==> config.mk <==
export PLATFORM = sky130hd
export DESIGN_NAME = dds_sweep_ctrl_flat
export DESIGN_NICKNAME = d
export VERILOG_FILES = /design/src/rtl/dds_sweep_ctrl_if.sv /design/src/rtl/dds_sweep_ctrl.sv /design/src/flat_wrapper.sv
export SDC_FILE = /design/constraint.sdc
export NUM_CORES = 1
export LEC_CHECK = 0
export ABC_AREA = 1
export CORE_MARGIN = 2
export CORE_UTILIZATION = 35
export DETAILED_ROUTE_END_ITERATION = 12
export DONT_BUFFER_PORTS = 1
export HOLD_SLACK_MARGIN = 0.12
export PLACE_DENSITY = 0.59
export SETUP_SLACK_MARGIN = 0.05
export SYNTH_ARGS = -nofsm -noshare
export SYNTH_HDL_FRONTEND = slang
export SYNTH_SLANG_ARGS = --single-unit
==> constraint.sdc <==
create_clock -name wb_clk_i -period 3.5 [get_ports wb_clk_i]
set_input_delay 0.7 -clock wb_clk_i [delete_from_list [all_inputs] [get_ports wb_clk_i]]
set_output_delay 0.7 -clock wb_clk_i [all_outputs]
set_load 0.03 [all_outputs]
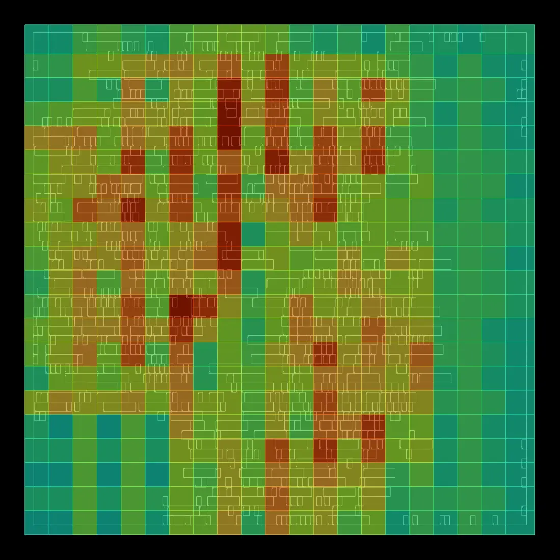
Fig. 1. Track usage over the die.
average wire per standard cell: 15.1 um
met3 GRT Util: 4.03%
GR peak layer: met2
met1 Usage GRT: 23.2%

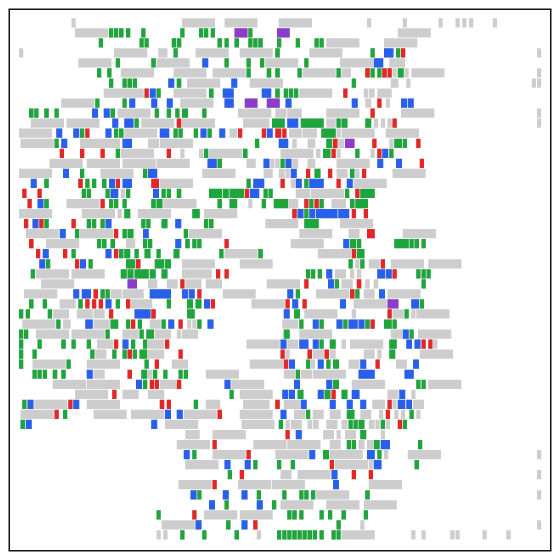
Fig. 2. Logic cells by family.
inverters: shown in red, cells 117. inverting AOI/OAI gates: shown in blue, cells 144. NAND gates: shown in green, cells 335. AND-OR and OR-AND gates: shown in purple, cells 7.
Comb area share: 42.3%
Final Non-Filler Cells: 1190
Top cell excl fill/tap: nand2_1

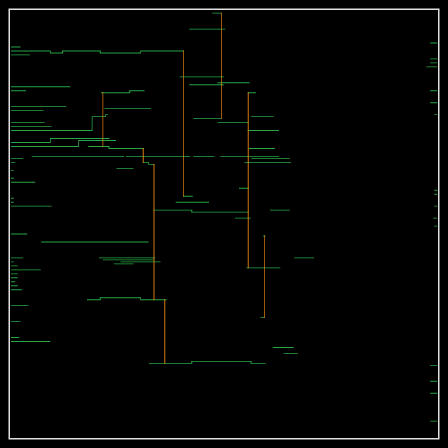
Fig. 3. Metal layers overlaid.
Two of the layers only.
met4: shown in orange, wire length 265 um. met3: shown in green, wire length 895 um.
via count: 5651
GRT Total Usage: 17.5%
Total Routed Length: 18.0 mm

==> run summary <==
yosys + openroad results -> Async SR Flop Fraction 100%, met2 usage 28.6%, first-pass GRT wire length 29.6 mm, port bufs 0, Cell Int Power 4520 uW, P_seq approximately 2700 uW, core footprint 20000 um2, placed cell area 7220 um2, Leading cell kind combinational gates, top routing layer in use met4, FA/HA/MAJ Cells, Area Fraction 3.64%, Gate power share 47.9%, Worst Setup End Kind flop, Max clock buf depth 2, skew final between 0.009 and 0.01 ns, clk ins delay skew pair 0.43 ns, Startpoint Class flop, worst relative slew slack 57.3%, DRT Pass-1 Iters 7, PwrDens 1100 nW/um2, failing checks hold timing, floorplan core density 35.3%, routed wl met2 8.59 mm, Resized Gates After CTS 0, fmax 316 MHz, number of distinct library cells after synthesis 52, num rows 52, ANT nets after route 0, RD Place Congestion 0.918, Root Buffer clkbuf_16, final instance area 7860 um2, number of fill cells about 2100, Final setup viols 0, list of most frequent post-synthesis cells 275 x nand2_1, 123 x dfrtp_1, 105 x inv_1, 78 x o21ai_0, 54 x nor2_1, Synth top cell by count nand2_1, critical path type reg2reg, Area leader share 43.5%, bufs w/o clock 8, # Taps 270, number of synthesized register bits 123, post-synthesis sequential area ratio a little over two fifths, overall power 8620 uW, Die Y between 100 and 150 um, Leading power group combinational logic, Final nets 993, Syn Inst Count 906, status finished, violations left, DP HPWL 13.0 mm, Multi-input gate area 3320 um2, final cycle utilization of the critical path 90.4%, Pleak ~0.0038 uW, met3 WL 894 um, Slew @ Worst Pin 0.640 ns, Final Worst Setup Slack 0.335 ns, comb pwr 4130 uW, Clock power frac 21.1%, Post-Synth Simple-Gate Area 25.3%, Top Ports 127, Post-Syn Area 7080 um2, Crit-path slowest cell fa_2, Cell area leaders dfrtp_1 43%, nand2_1 15%, inv_1 5.6%, yosys stat chip area 7080 um2, # Post-CTS Setup Buffers 0, xor/xnor share approximately 3.5%, ys cells 906, initial antenna violation count 0, max cap viols 0, Max VDD drop approximately 460 uV, Inst Count DP roughly 1200, Sequential Power Share 31.0%, residual DRC count 0, CTS tree done, CP cell instances ha_1, inv_1, fa_2, o21ai_4, a21o_1, xor2_2, inv_1, ha_1, a21oi_1, nand2_1, nand2_1, nand2_1, nand2_2, nand2_4, nand2_2, nand2_1, nand2_2, nand2_4, inv_4, nand2_1, nand2_1, Clk power about 1800 uW, Num CTS Buffers 17, CP Depth 21, Pins Over Slew Limit 0, Flops ~120, DRT met1 WL 8.20 mm, number of enable flip-flop cells 0, Data required, critical path about 3.9 ns, worst hold path type in2async, diode count 0, Dominant flop cell dfrtp_1, Net Sw Frac 47.6%, share of layout cells above drive strength 1 about a tenth, and-or/or-and share of the synthesized area ~13%, Congestion Overflow GR 0, CLK BUF 17, Worst-path clk slew roughly 0.06 ns, Iteration-0 DRC Markers between 400 and 500, P&R area growth vs syn 11.0%, YS warnings 0, Top cell by count, worst path nand2_1, Setup TNS 0 ns, Post-Syn Area per Cell 7.82 um2, CTS H-tree lvls 4, most frequent cells in the layout 274 x nand2_1, 123 x dfrtp_1, 104 x inv_1, #MultiIn Comb 640, dpl ws 0.211 ns, chip area between 20000 and 25000 um2, die width approximately 150 um, Worst EP arrival about 3.5 ns, Vias/cell 4.75, NonClk Buf Share 0.923%, Fin Hold WS -0.0320 ns, reg-to-reg setup timing slack 0.34 ns, Seq/total area 39.1%, tally of OpenROAD warnings 30, switching power 4100 uW, leading area contributor after synthesis dfrtp_1, slowest cell delay on critical path 0.42 ns, Final clock-cell share between 7 and 8%, final hold violations 121, CTS Sinks 123, RSZ-0062 raised after global routing no, number of global-route vias before repair 5596, Final Core Density about two fifths
Power and IR drop assume default switching activity.
